==> config.mk <==
export PLATFORM = sky130hd
export DESIGN_NAME = cp0_trap_ctrl
export DESIGN_NICKNAME = d
export VERILOG_FILES = /design/src/rtl/cp0_trap_ctrl.sv
export SDC_FILE = /design/constraint.sdc
export NUM_CORES = 1
export LEC_CHECK = 0
export CAP_MARGIN = 20
export CORE_ASPECT_RATIO = 0.8
export CORE_MARGIN = 10
export CORE_UTILIZATION = 45
export CTS_BUF_LIST = sky130_fd_sc_hd__clkbuf_16
export CTS_CLUSTER_DIAMETER = 80
export DETAILED_ROUTE_END_ITERATION = 16
export GPL_TIMING_DRIVEN = 0
export PLACE_DENSITY_LB_ADDON = 0.25
export SKIP_CTS_REPAIR_TIMING = 1
export SLEW_MARGIN = 20
export SYNTH_ARGS = -nofsm -noshare
export SYNTH_HDL_FRONTEND = slang
export SYNTH_SLANG_ARGS = --single-unit
==> constraint.sdc <==
create_clock -name clk -period 2.8 [get_ports clk]
set_clock_uncertainty 0.2 [all_clocks]
set_input_delay 0.56 -clock clk [delete_from_list [all_inputs] [get_ports clk]]
set_output_delay 0.56 -clock clk [all_outputs]
set_load 0.005 [all_outputs]
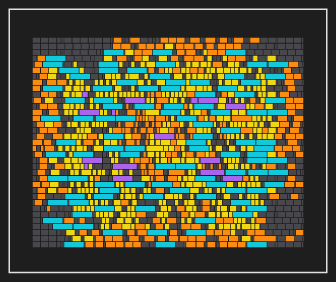
(images/cell_classes.png)
Fill, decap, tap and diode cells in grey.
- other buffers and delay cells: orange (cells 262; share of their area 31%)
- flip-flops: cyan (cells 101; share of their area 31%)
- all other logic: yellow (cells 409; share of their area 33%)
- clock drivers and dummy loads: purple (cells 16; share of their area 3.9%)
Core Region: 0.0117 mm2
site row count: 35

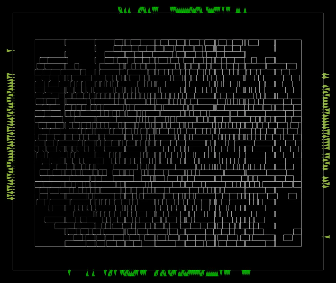
(images/final_placement.png)
FILL cells: 853
final non-filler cell total: 936
fin util: 0.706

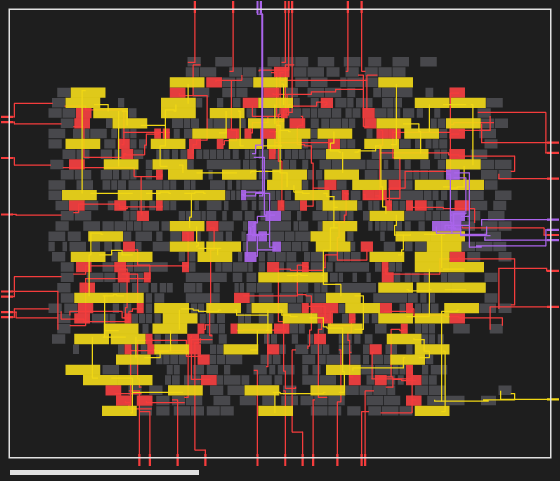
(images/port_nets.png)
The bar under the picture is 50 um long.
- `cp0_wdata`: red (bits 32; direction input; edge 11 bottom, 8 left, 7 top, 6 right; end cells 96; buffers 32; wire 2030 um)
- `clrn`: yellow (bits 1; direction input; edge right; end cells 101; buffers 3; wire 793 um)
- `cp0_rd`: purple (bits 5; direction input; edge 3 right, 2 top; end cells 12; buffers 5; wire 343 um)
PortBufs: 173
I/O pin count: 175

==> out/qor.txt <==
Status = finished, final reports clean
P per Cell Area = 461 mW/mm2
Chip area = 0.0169 mm2
First DRT Iteration DRCs = 757
Clock-cell share of area = 0.0382
Critical Path Fanout Max = 10
HP Class = reg2reg
Relative slew slack = 0.525
Top cell area share = 0.464
Setup crit end kind = primary output
Tot GR Track Use = 0.254
Logic area = 0.00268 mm2
Dominant kind of cell = combinational gates
Layout cells sized above 1 = 0.113
Aoi share = 0.231
CP max-delay cell = and3b_2
Nets@finish = 859
DP HPWL = 16000 um
CP bufs+invs = 5
Final ANT Viol Nets = 0
Yosys chip area = 0.00545 mm2
Global route total overflow = 0
Yosys warning tally = 0
Adder Area Share = 0
Area of the mapped netlist = 0.00545 mm2
Post-synth regs = 101
Via count = 6289
Final setup fails = 0
Cts bufs inserted = 9
Die H = 118 um
Pleak = 4.03 nW
Floorplan Nets = 656
Slew @ Worst Pin = 713 ps
Layout area overhead = 51.5%
Max clock buf depth = 2
Most frequent CP cell = dlymetal6s2s_1
Hold WS = 165 ps
XOR/XNOR Area Share = 0
Clock buffer cells = 9
Number of global-route vias before repair = 6219
CTS sink cnt = 101
Yosys simple share = 0.185
Fmax = 362 MHz
Post-synth mux share = 0.0641
Placed cell areas = 0.00739 mm2
Top cells, area = dfrtp_1 (46%), nand3_1 (12%), mux2_1 (6.2%)
Max_cap viols = 0
Buffers, non-clock = 262
Distinct lib cells = 30
Total power = 3.81 mW
Via-to-Cell Ratio = 6.72
Clock latency on the worst-skew pair = 350 ps
Syn Area/Cell = 9.39 um2
FFs & Latches = 101
First-pass GRT wire length = 34600 um
Critical path class = in2out
CP delay by family, top = buffers and inverters
Clock transition at path regs = 70 ps
Hold path depth = 0
Crit path largest cell delay = 370 ps
Cell type with the largest total area = dfrtp_1
Worst Path Required = 2040 ps
Register area = 0.00253 mm2
Cell area after layout = 0.00825 mm2
Gp weighted congestion = 0.957
Floorplan utilization = 0.466
==> synthesized netlist by cell type (3+ instances only) <==
cell type    n
nand3_1    127
dfrtp_1    101
o21ai_0     65
clkbuf_1    52
a2bb2oi_1   32
a311oi_1    32
a31oi_1     32
a21oi_1     30
mux2_1      30
and2_1      29
buf_1        8
buf_2        8
nor2b_1      4
or3_1        4
buf_6        3
nor2_1       3
==> metal layers <==
metal  GRT usage  share of wire  vias to the layer above
li1            -              -                     2612
met1       0.317           0.37                     3045
met2       0.408           0.46                      538
met3      0.0776           0.13                       94
met4      0.0837          0.034                        0
met5           0              0                        -
==> power by group <==
part,internal [mW],switching [mW],total [mW],leakage (nW)
clock,0.779,0.571,1.35,0.153
sequential,1.57,0.0881,1.66,1.27
combinational,0.421,0.379,0.799,2.61
total,2.77,1.04,3.81,4.03
Power is estimated from default activity; no workload was simulated.
